Run 1, signal wires on met3:
(8 px per um)
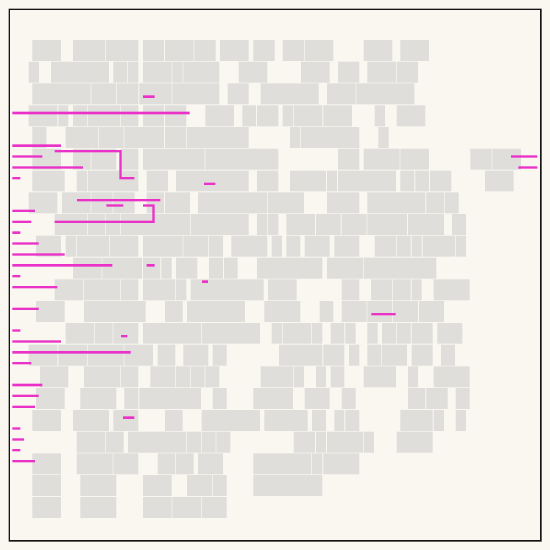
Run 1, the clock network:
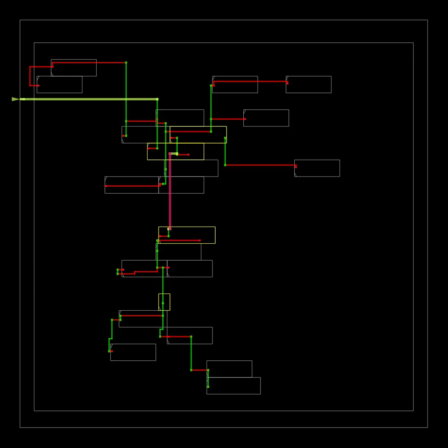
Run 1, clock distribution:
(6 px per um)
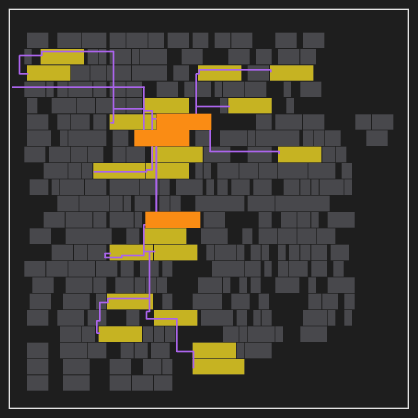
**config.mk**
```make
export PLATFORM = sky130hd
export DESIGN_NAME = ula_arbiter
export DESIGN_NICKNAME = d
export VERILOG_FILES = /design/src/rtl/ula_arb_pkg.sv /design/src/rtl/ula_arbiter_ula.sv /design/src/rtl/ula_arbiter.sv
export SDC_FILE = /design/constraint.sdc
export NUM_CORES = 1
export LEC_CHECK = 0
export CAP_MARGIN = 20
export CORE_MARGIN = 2
export CORE_UTILIZATION = 45
export CTS_BUF_LIST = sky130_fd_sc_hd__clkbuf_16
export DETAILED_ROUTE_END_ITERATION = 10
export GPL_TIMING_DRIVEN = 0
export PLACE_DENSITY = 0.76
export SYNTH_ARGS = -nofsm -noshare
export SYNTH_HDL_FRONTEND = slang
export SYNTH_HIERARCHICAL = 1
export SYNTH_SLANG_ARGS = --single-unit
```
**constraint.sdc**
```tcl
create_clock -name clk -period 2.1 [get_ports clk]
set_input_delay 0.63 -clock clk [delete_from_list [all_inputs] [get_ports clk]]
set_output_delay 0.63 -clock clk [all_outputs]
set_load 0.01 [all_outputs]
```
**src/rtl/ula_arb_pkg.sv**
```systemverilog
// Shared constants for the two-requester ULA arbiter: op codes, FSM encoding, datapath width.
package ula_arb_pkg;

  localparam int ULA_WIDTH = 4;

  localparam logic [2:0] OP_ADD = 3'b000;
  localparam logic [2:0] OP_SUB = 3'b001;
  localparam logic [2:0] OP_SHL = 3'b010;
  localparam logic [2:0] OP_SHR = 3'b011;
  localparam logic [2:0] OP_AND = 3'b100;
  localparam logic [2:0] OP_OR  = 3'b101;
  localparam logic [2:0] OP_XOR = 3'b110;
  localparam logic [2:0] OP_NOT = 3'b111;

  typedef logic [1:0] state_t;

  localparam state_t ST_IDLE = 2'd0;
  localparam state_t ST_EXEC = 2'd1;
  localparam state_t ST_RESP = 2'd2;

endpackage

```
**src/rtl/ula_arbiter_ula.sv**
```systemverilog
// 4-bit behavioural ALU; purely combinational, results truncated mod 16.
// Shifts by 4 or more produce 0.
module ULA
  import ula_arb_pkg::*;
(
  input  logic [2:0] op_i,
  input  logic [3:0] a_i,
  input  logic [3:0] b_i,
  output logic [3:0] y_o
);

  always_comb begin
    y_o = 4'd0;
    case (op_i)
      OP_ADD: y_o = a_i + b_i;
      OP_SUB: y_o = a_i - b_i;
      OP_SHL: y_o = (b_i >= 4'd4) ? 4'd0 : (a_i << b_i[1:0]);
      OP_SHR: y_o = (b_i >= 4'd4) ? 4'd0 : (a_i >> b_i[1:0]);
      OP_AND: y_o = a_i & b_i;
      OP_OR:  y_o = a_i | b_i;
      OP_XOR: y_o = a_i ^ b_i;
      OP_NOT: y_o = ~a_i;
      default: y_o = 4'd0;
    endcase
  end

endmodule

```
**src/rtl/ula_arbiter.sv**
```systemverilog
// Round-robin share of one ULA between two requesters: 2 cycles handshake-to-response, 3 cycles/op;
// both req_ready drop while busy and the result is held until its owner accepts it. Flags: ULA_ARB_FLAGS_EN.
module ula_arbiter
  import ula_arb_pkg::*;
#(
  parameter int WIDTH   = ULA_WIDTH,
  parameter int RR_INIT = 0
) (
  input  logic             clk,
  input  logic             rst,
  input  logic             req0_valid,
  output logic             req0_ready,
  input  logic [2:0]       req0_op,
  input  logic [WIDTH-1:0] req0_a,
  input  logic [WIDTH-1:0] req0_b,
  input  logic             req1_valid,
  output logic             req1_ready,
  input  logic [2:0]       req1_op,
  input  logic [WIDTH-1:0] req1_a,
  input  logic [WIDTH-1:0] req1_b,
  output logic             rsp0_valid,
  input  logic             rsp0_ready,
  output logic [WIDTH-1:0] rsp0_data,
  output logic             rsp1_valid,
  input  logic             rsp1_ready,
  output logic [WIDTH-1:0] rsp1_data,
`ifdef ULA_ARB_FLAGS_EN
  output logic             rsp0_zero,
  output logic             rsp0_carry,
  output logic             rsp1_zero,
  output logic             rsp1_carry,
`endif
  output logic             busy
);

  if (WIDTH != ULA_WIDTH) begin : g_width_check
    $error("ula_arbiter: WIDTH must be 4 to match ULA");
  end

  localparam logic RR_PRIO = (RR_INIT != 0);

  state_t           state_q, state_d;
  logic             prio_q, prio_d;
  logic             owner_q, owner_d;
  logic [2:0]       op_q, op_d;
  logic [WIDTH-1:0] a_q, a_d;
  logic [WIDTH-1:0] b_q, b_d;
  logic [WIDTH-1:0] res_q, res_d;
  logic [WIDTH-1:0] ula_y;

  logic idle;
  logic grant0, grant1;
  logic hs0, hs1;

  ULA u_ula (
    .op_i (op_q),
    .a_i  (a_q),
    .b_i  (b_q),
    .y_o  (ula_y)
  );

  assign idle   = (state_q == ST_IDLE);
  assign grant0 = req0_valid && (!req1_valid || !prio_q);
  assign grant1 = req1_valid && (!req0_valid ||  prio_q);

  // Ready is held low while reset is asserted so no request is lost into a reset edge.
  assign req0_ready = idle && grant0 && !rst;
  assign req1_ready = idle && grant1 && !rst;
  assign hs0        = req0_valid && req0_ready;
  assign hs1        = req1_valid && req1_ready;

  assign rsp0_valid = (state_q == ST_RESP) && !owner_q;
  assign rsp1_valid = (state_q == ST_RESP) &&  owner_q;
  assign rsp0_data  = res_q;
  assign rsp1_data  = res_q;
  assign busy       = !idle;

  always_comb begin
    state_d = state_q;
    prio_d  = prio_q;
    owner_d = owner_q;
    op_d    = op_q;
    a_d     = a_q;
    b_d     = b_q;
    res_d   = res_q;
    case (state_q)
      ST_IDLE: begin
        if (hs0 || hs1) begin
          state_d = ST_EXEC;
          owner_d = hs1;
          prio_d  = !hs1;
          op_d    = hs1 ? req1_op : req0_op;
          a_d     = hs1 ? req1_a  : req0_a;
          b_d     = hs1 ? req1_b  : req0_b;
        end
      end
      ST_EXEC: begin
        res_d   = ula_y;
        state_d = ST_RESP;
      end
      ST_RESP: begin
        if (owner_q ? rsp1_ready : rsp0_ready) begin
          state_d = ST_IDLE;
        end
      end
      default: state_d = ST_IDLE;
    endcase
  end

  always_ff @(posedge clk) begin
    if (rst) begin
      state_q <= ST_IDLE;
      prio_q  <= RR_PRIO;
      owner_q <= 1'b0;
      op_q    <= 3'd0;
      a_q     <= '0;
      b_q     <= '0;
      res_q   <= '0;
    end else begin
      state_q <= state_d;
      prio_q  <= prio_d;
      owner_q <= owner_d;
      op_q    <= op_d;
      a_q     <= a_d;
      b_q     <= b_d;
      res_q   <= res_d;
    end
  end

`ifdef ULA_ARB_FLAGS_EN
  logic [WIDTH:0] sum_w, diff_w;
  logic           zero_q, zero_d;
  logic           carry_q, carry_d;

  // Extra top bit of the 5-bit add/sub is carry-out for add and borrow for sub.
  assign sum_w  = {1'b0, a_q} + {1'b0, b_q};
  assign diff_w = {1'b0, a_q} - {1'b0, b_q};

  always_comb begin
    zero_d  = zero_q;
    carry_d = carry_q;
    if (state_q == ST_EXEC) begin
      zero_d  = (ula_y == '0);
      carry_d = (op_q == OP_ADD) ? sum_w[WIDTH] :
                (op_q == OP_SUB) ? diff_w[WIDTH] : 1'b0;
    end
  end

  always_ff @(posedge clk) begin
    if (rst) begin
      zero_q  <= 1'b0;
      carry_q <= 1'b0;
    end else begin
      zero_q  <= zero_d;
      carry_q <= carry_d;
    end
  end

  assign rsp0_zero  = rsp0_valid && zero_q;
  assign rsp0_carry = rsp0_valid && carry_q;
  assign rsp1_zero  = rsp1_valid && zero_q;
  assign rsp1_carry = rsp1_valid && carry_q;
`endif

endmodule

```
==> ci_impl_report.md, run 1 <==
### Flow metrics

| Metric | Value |
|---|---|
| P_sw | 498.1 uW |
| Max-area cell class | logic gates |
| CTS Hold Bufs | 0 |
| Status | finished, final reports clean |
| Worst hold slack | 0.5271 ns |
| Finished Core Util | 66.21% |
| Pwr top | combinational cells |
| Syn-to-layout area delta | 40.03% |
| Largest net degree at the start of global routing | 20 |
| Worst Path Required | 2.22 ns |
| Row count | 22 |
| Worst setup EP type | flip-flop |
| Mean Syn Cell Area | 8.765 um^2 |
| Async S/R FF share, synth | 0% |
| Port Buffers | 40 |
| Filler cell count | 314 |
| Flop pwr share | 30.8% |
| Cell Chain, Critical Path | buf_6, nor2_4, nand2_2, mux2i_2, ha_1, a21o_1, a21oi_2, xnor2_1, a22oi_1, mux2i_1, nor2_1 |
| Die height | 66.26 um |
| DP Worst Slack | -0.9655 ns |
| Crit-path leading delay family | AND-OR/OR-AND gates |
| Max clock buf depth | 2 |
| Htree depth | 1 |
| MaxCap Viol Count | 0 |
| Reg2Reg Setup Slack | 0.05 ns |
| Routed Wire Length | 4453 um |
| CTS Sinks | 19 |
| Area share, top type | 21.81% |
| WL/cell | 14.84 um |
| Flip-flops | 19 |
| RSZ-0062 raised after global routing | yes |
| Logic power comb | 649 uW |
| DR pass1 iterations | 4 |
## Picture notes: 'signal wires on met3'
wire length on this layer: 166 um
main direction: horizontal
share of all routed wire: 3.7%
longest straight run: 21.8 um

## Picture notes: 'the clock network'
clock latency on the worst-skew pair: 0.25 ns
total CTS buffers: 3
clk_skew: 0.005462 ns

## Picture notes: 'clock distribution'
legend:
  purple:
    item: clock wires
    length: 228 um
  yellow:
    item: flip-flops
    count: 19
  orange:
    item: clock-net drivers
    count: 3
routed clock nets: 4
P_clk: 391 uW
Clock Power Share: 26.0%

## run 1: logic make-up after synthesis
logic type / count (synthesis) / synth area share [%]
mux: 10 / 6.600
fa+ha+maj: 14 / 10.47
flops: 19 / 21.81
buf+inv: 34 / 10.98
xor+xnor: 5 / 2.511
simple gates: 50 / 17.72
compound gates: 67 / 29.92
## run 1: registers in the layout, indices dropped and copies added, names as in the netlist
name	count
a_q	4
b_q	4
state_q	2
prio_q	1
rsp0_data	4
owner_q	1
op_q	3
## run 1: cell usage after synthesis, drive strengths merged (4+ instances only)
library cell and instances:
a21oi 24, a311oi 12, buf 16, clkbuf 4, dfxtp 19, ha 13
inv 14, mux2i 7, nand2 10, nand2b 4, nand4 11, nor2 9
nor3 4, o21ai 6, o31ai 10, xnor2 5
## run 1: how the worst max path moves through the flow
stage                               to  slack, ns
after floorplan           rsp0_data[3]       0.04
after global placement      req1_ready      -0.98
after detailed placement    req1_ready      -0.97
after CTS                 rsp0_data[3]      0.008
after global routing      rsp0_data[3]      -0.06
final                     rsp0_data[3]       0.05
## run 1: routing by layer
metal	track usage [%]	wire, um	vias up
li1	-	-	853
met4	3.571	43	0
met1	26.01	2032	782
met3	2.896	165	6
met5	0	0	-
met2	38.63	2211	43
## run 1: cell usage in the layout, fill, tap and decap left out, types with 4 or more instances in the layout
| cell type | n |
|---|---|
| inv_1 | 11 |
| a311oi_1 | 12 |
| buf_6 | 7 |
| clkdlybuf4s50_1 | 34 |
| nand4_1 | 11 |
| mux2i_1 | 6 |
| xnor2_1 | 5 |
| dfxtp_1 | 13 |
| nor2_1 | 8 |
| nand2_1 | 9 |
| o21ai_0 | 6 |
| ha_1 | 12 |
| buf_4 | 17 |
| a21oi_1 | 22 |
| buf_2 | 4 |
| o31ai_2 | 8 |
==> inputs of run 2 (changes only) <==
--- a/config.mk
+++ b/config.mk
@@ -6,12 +6,15 @@
 export NUM_CORES = 1
 export LEC_CHECK = 0
 export CAP_MARGIN = 20
+export CORE_ASPECT_RATIO = 0.8
 export CORE_MARGIN = 2
 export CORE_UTILIZATION = 45
 export CTS_BUF_LIST = sky130_fd_sc_hd__clkbuf_16
 export DETAILED_ROUTE_END_ITERATION = 10
+export GPL_ROUTABILITY_DRIVEN = 0
 export GPL_TIMING_DRIVEN = 0
 export PLACE_DENSITY = 0.76
+export SLEW_MARGIN = 0
 export SYNTH_ARGS = -nofsm -noshare
 export SYNTH_HDL_FRONTEND = slang
 export SYNTH_HIERARCHICAL = 1
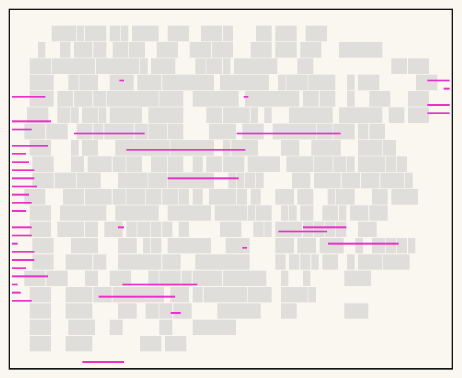
Run 2: signal wires on met3
(6 px per um)
wire length on this layer: 200 um
longest straight run: 19.5 um
share of all routed wire: 4.4%
main direction: horizontal
met3 Use GR: 3.035%
Routed Wire Length: 4595 um

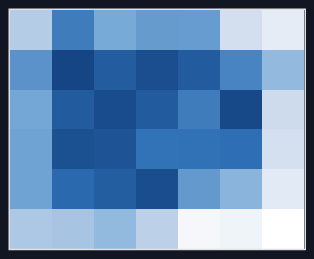
Run 2: cell area per tile
(4 px per um) The die is cut into 7 by 6 equal tiles; white is low, dark blue is high, 0 to 100% covered.
fullest tile: 92%
nearly empty tiles: 2.4%
mean over tiles: 55%
tiles over 75% full: 33%
emptiest ninth of the die: bottom right
densest ninth of the die: middle

==> run 2 against run 1 <==
Against the previous run: utilization hardly changed; non-clock buffer count up 5; area after synthesis unchanged; total power grew 2.5%; highest routed layer unchanged; largest power group unchanged; sequential power decreased by 1%.
==> ci_impl_report.md, run 2 <==
### Flow metrics

| Metric | Value |
|---|---|
| Filler cell count | 324 (was 314) |
| DRC | 0 (unchanged) |
| P_sw | 516.2 uW (was 498.1 uW) |
| Logic pwr share | 44.1% (was 43.2%) |
| Reg2Reg Setup Slack | 0.06 ns (was 0.05 ns) |
| DP Worst Slack | -0.9718 ns (was -0.9655 ns) |
| Htree depth | 1 (unchanged) |
| CP Capture Point | req0_ready (was rsp0_data[3]) |
| Row count | 20 (was 22) |
| DR pass1 iterations | 4 (unchanged) |
| Clock latency on the worst-skew pair | 0.25 ns (about the same) |
| Worst hold slack | 0.5239 ns (was 0.5271 ns) |
| Cell Chain, Critical Path | buf_6, buf_6, nor3_4, buf_4, and3_4, buf_6 (was buf_6, nor2_4, nand2_2, mux2i_2, ha_1, a21o_1, a21oi_2, xnor2_1, a22oi_1, mux2i_1, nor2_1) |
| Max-slew violations | 0 (unchanged) |
| Mux area share | 6.600% (unchanged) |
| Status | finished, final reports clean (unchanged) |
| Synth top cell by count | a21oi_1 (unchanged) |
| RSZ-0062 raised after global routing | yes (unchanged) |
| RR Endpoint | rsp0_data[3] (unchanged) |
| Total CTS buffers | 3 (unchanged) |
| Largest net degree at the start of global routing | 12 (was 20) |
| Die height | 59.69 um (was 66.26 um) |
| Clk_skew | 0.001134 ns (was 0.005462 ns) |
| Port Buffers | 40 (unchanged) |
| Flop pwr share | 29.6% (was 30.8%) |
| Most frequent logic cell in the layout | clkdlybuf4s50_1 (unchanged) |
| Grt total ovfl | 0 (unchanged) |
| Worst Path Required | 1.47 ns (was 2.22 ns) |
| Top Layout Cells | 34 x clkdlybuf4s50_1, 21 x a21oi_1, 19 x buf_4 (was 34 x clkdlybuf4s50_1, 22 x a21oi_1, 17 x buf_4) |
| Area share, top type | 21.81% (unchanged) |
| MaxCap Viol Count | 0 (unchanged) |
| And-or/or-and share of the synthesized area | 29.91% (unchanged) |
| Largest combinational cell category by area | AND-OR/OR-AND gates (unchanged) |
| Max clock buf depth | 2 (unchanged) |
| Commonest cells post-synth | 23 x a21oi_1, 19 x dfxtp_1, 14 x inv_1 (unchanged) |
| Syn-to-layout area delta | 42.47% (was 40.03%) |
| Worst Hold Launch | rsp0_data[3] (unchanged) |
| Worst Setup Slack, final | 0.01799 ns (was 0.04879 ns) |
| WL/cell | 15.27 um (was 14.84 um) |
| Area after DPL | 0.002202 mm^2 (was 0.002207 mm^2) |
| Yosys simple share | 17.72% (unchanged) |
| Clock Power Share | 26.3% (was 26.0%) |
| Mean Syn Cell Area | 8.765 um^2 (unchanged) |
| Worst setup EP type | output pin (was flip-flop) |
| Async S/R FF share, synth | 0% (unchanged) |
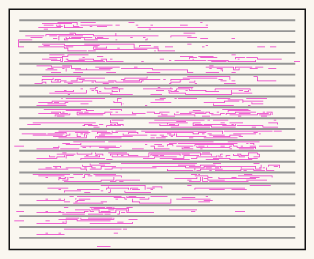
Run 2: signal wires on met1
(4 px per um) Supply wires on this layer in gray.
share of all routed wire: 46%
main direction: horizontal
longest straight run: 26.2 um
DR vias: 1,727
met1 usage: 28.47%

## run 2: final cells by class
type                    count  share of cell area, %
clock buffers               3                  3.021
repair buffers             54                  20.39
well taps                  44                  2.216
clock inverters             1                 0.2014
inverters                  14                  2.115
plain buffers              20                  7.553
multi-input cells         146                  48.64
flip-flops and latches     19                  15.86
## run 2: routing by layer
layer  global-route usage, %  part of all wire, %  wire length (um)  up-vias
met1                   28.47                   46              2130      810
li1                        -                    -                 -      860
met4                   5.455                  1.3                62        0
met5                       0                    0                 0        -
met3                   3.035                  4.4               200        7
met2                   36.10                   48              2202       50
## run 2: power groups by stage
stage | clock network, uW | logic (uW) | registers [uW]
3_3_place_gp | 0 | 569 | 467
2_1_floorplan | 0 | 401 | 456
4_1_cts | 412 | 639 | 454
6_report | 404 | 680 | 456
3_5_place_dp | 0 | 579 | 468
5_1_grt | 421 | 738 | 464
## run 2: per-stage QoR
| stage | std cells | utilization (%) | total power (uW) |
|---|---|---|---|
| after floorplan | 199 | - | 857.6 |
| after global placement | 283 | 58.67 | 1035 |
| after detailed placement | 283 | 58.67 | 1047 |
| after CTS | 296 | 64.17 | 1505 |
| after global routing | 301 | 66.20 | 1622 |
| final | 301 | 66.20 | 1540 |
## run 2: timing repair
item | 4_1_cts | 5_1_grt
hold buffers | 0 | 0
pin swaps | 2 | 6
resized | 39 | 12
buffers inserted | 9 | 5
hold endpoints to repair | 0 | 0
endpoints found under the setup margin | 7 | 6
## run 2: tightest hold or removal path: cells and delay by family (launching register included)
family           cells  cell delay [ns]
flip-flops           1             0.34
multiplexers         1             0.08
AND/OR/NAND/NOR      1             0.07
==> inputs of run 3 (changes only) <==
--- a/config.mk
+++ b/config.mk
@@ -5,9 +5,10 @@
 export SDC_FILE = /design/constraint.sdc
 export NUM_CORES = 1
 export LEC_CHECK = 0
+export ABC_CLOCK_PERIOD_IN_PS = 2100
 export CAP_MARGIN = 20
 export CORE_ASPECT_RATIO = 0.8
-export CORE_MARGIN = 2
+export CORE_MARGIN = 5
 export CORE_UTILIZATION = 45
 export CTS_BUF_LIST = sky130_fd_sc_hd__clkbuf_16
 export DETAILED_ROUTE_END_ITERATION = 10
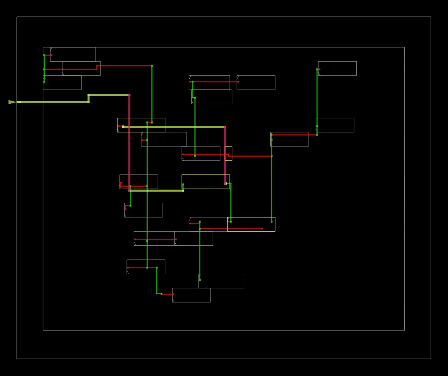
Run 3: the clock network
clk_skew: 0.001132 ns
CTS Sinks: 19
CLK BUF: 3
P_clk: 395 uW
flip-flops: 19

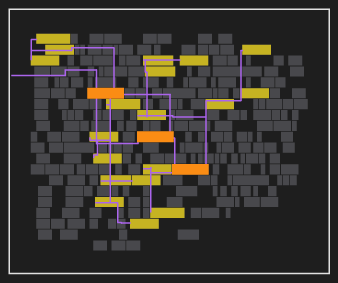
Run 3: clock distribution
(4 px per um)
legend:
  purple:
    item: clock wires
    length: 301 um
  orange:
    item: clock-net drivers
    count: 3
  yellow:
    item: flip-flops
    count: 19
routed clock nets: 4

==> run 3 against run 2 <==
Against the previous run: sequential share of layout area rose by 0.25 points; non-clock buffer count is 4 lower; sequential power about the same; flip-flop count unchanged; clock-buffer cell count unchanged; first-iteration DRC count rose by 11%; clock power shrank 2%; area after synthesis unchanged.
==> ci_impl_report.md, run 3 <==
### Flow metrics

| Metric | Value |
|---|---|
| Status | finished, final reports clean (unchanged) |
| DP Worst Slack | -0.9704 ns (was -0.9718 ns) |
| Logic power comb | 667 uW (was 680 uW) |
| Syn-to-layout area delta | 40.67% (was 42.47%) |
| Worst Setup Slack, final | 0.06866 ns (was 0.01799 ns) |
| Cell Chain, Critical Path | inv_2, ha_4, mux2i_2, ha_1, a21o_1, a21oi_2, xnor2_1, a22oi_1, mux2i_1, nor2_1 (was buf_6, buf_6, nor3_4, buf_4, and3_4, buf_6) |
| DR pass1 iterations | 4 (unchanged) |
| DRC | 0 (unchanged) |
| P_sw | 509.9 uW (was 516.2 uW) |
| Finished Layout Cells | 308 (was 301) |
| Worst Path Required | 2.22 ns (was 1.47 ns) |
| Largest combinational cell category by area | AND-OR/OR-AND gates (unchanged) |
| Mux area share | 6.600% (unchanged) |
| Worst hold slack | 0.5231 ns (was 0.5239 ns) |
| Top Layout Cells | 34 x clkdlybuf4s50_1, 22 x a21oi_1, 16 x buf_4 (was 34 x clkdlybuf4s50_1, 21 x a21oi_1, 19 x buf_4) |
| Most frequent logic cell in the layout | clkdlybuf4s50_1 (unchanged) |
| Pwr top | combinational cells (unchanged) |
| DR vias | 1,755 (was 1,727) |
| Seq group | 458 uW (was 456 uW) |
| Area share, top type | 21.81% (unchanged) |
| Commonest cells post-synth | 23 x a21oi_1, 19 x dfxtp_1, 14 x inv_1 (unchanged) |
| Fa+ha+maj area frac | 10.47% (unchanged) |
| Finished Core Util | 64.93% (was 66.20%) |
| Grt total ovfl | 0 (unchanged) |
| Clock latency on the worst-skew pair | 0.25 ns (about the same) |
| Row count | 20 (unchanged) |
| Reg2Reg Setup Slack | 0.07 ns (was 0.06 ns) |
| RSZ-0062 raised after global routing | yes (unchanged) |
| Port Buffers | 40 (unchanged) |
| Final Power | 1520 uW (was 1540 uW) |
| Crit-path leading delay family | adder cells (was buffers and inverters) |
| Worst setup EP type | flip-flop (was output pin) |
| MaxCap Viol Count | 0 (unchanged) |
| Worst Hold Launch | rsp0_data[3] (unchanged) |
| Flop pwr share | 30.1% (was 29.6%) |
| Largest net degree at the start of global routing | 20 (was 12) |
| RR Endpoint | rsp0_data[3] (unchanged) |
| Die height | 65.69 um (was 59.69 um) |
| Max-slew violations | 0 (unchanged) |
| XOR/XNOR Fraction of Synth Area | 2.511% (unchanged) |
| Routed Wire Length | 4746 um (was 4595 um) |
| And-or/or-and share of the synthesized area | 29.91% (unchanged) |
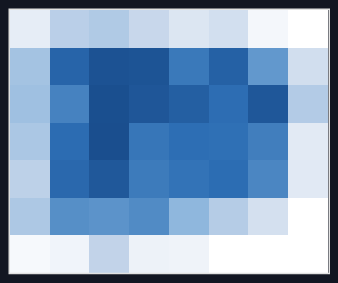
Run 3: cell area per tile
(4 px per um) The die is cut into 8 by 7 equal tiles; white is low, dark blue is high, 0 to 100% covered.
tiles over 75% full: 25%
emptiest ninth of the die: bottom right
fullest tile: 88%
nearly empty tiles: 8.9%
mean over tiles: 46%

==> run 3: cell counts after synthesis <==
Identical to the previous run, type by type.
==> run 3: worst min-delay path, delay by kind of cell (launching register included) <==
kind | cells | cell delay, ns
flip-flops | 1 | 0.34
multiplexers | 1 | 0.08
AND/OR/NAND/NOR | 1 | 0.07
==> run 3: repair_timing <==
action / in CTS / in global routing
pin swaps: 2 / 1
gates resized: 35 / 14
endpoints found under the setup margin: 5 / 8
buffers inserted: 8 / 4
==> run 3: worst max path at each step <==
stage	from	end	slack [ns]	cells past startpoint
final	b_q[0]	rsp0_data[3]	0.07	10
after global routing	op_q[2]	rsp0_data[3]	-0.05	11
after CTS	rst	req0_ready	0.003	6
after detailed placement	rst	req1_ready	-0.97	7
after global placement	rst	req1_ready	-0.97	7
after floorplan	b_q[0]	rsp0_data[3]	0.04	10
==> run 3: final cells by class <==
class / instances / area, um^2
Buffer: 18 / 163.9
Clock buffer: 3 / 75.07
Clock inverter: 1 / 3.754
Fill cell: 326 / 1325
Inverter: 14 / 52.55
Multi-Input combinational cell: 146 / 1210
Sequential cell: 19 / 395.4
Tap cell: 55 / 68.82
Timing Repair Buffer: 52 / 484.2
==> run 3: logic make-up after synthesis <==
| group | count (synthesis) |
|---|---|
| muxes | 10 |
| and+or+nand+nor | 50 |
| AOI/OAI and AO/OA | 67 |
| adders and majority gates | 14 |
| buffers and inverters | 34 |
| xor gates and xnor gates | 5 |
| DFF | 19 |
==> run 3: routing by layer <==
layer / track usage, % / up-vias / share of wire [%]
met1: 25.15 / 818 / 44
met5: 0 / - / 0
met2: 30.73 / 74 / 47
met3: 3.836 / 8 / 6.8
li1: - / 855 / -
met4: 6.438 / 0 / 1.6
Power figures rest on the tool's default switching activity, not on a simulated workload.
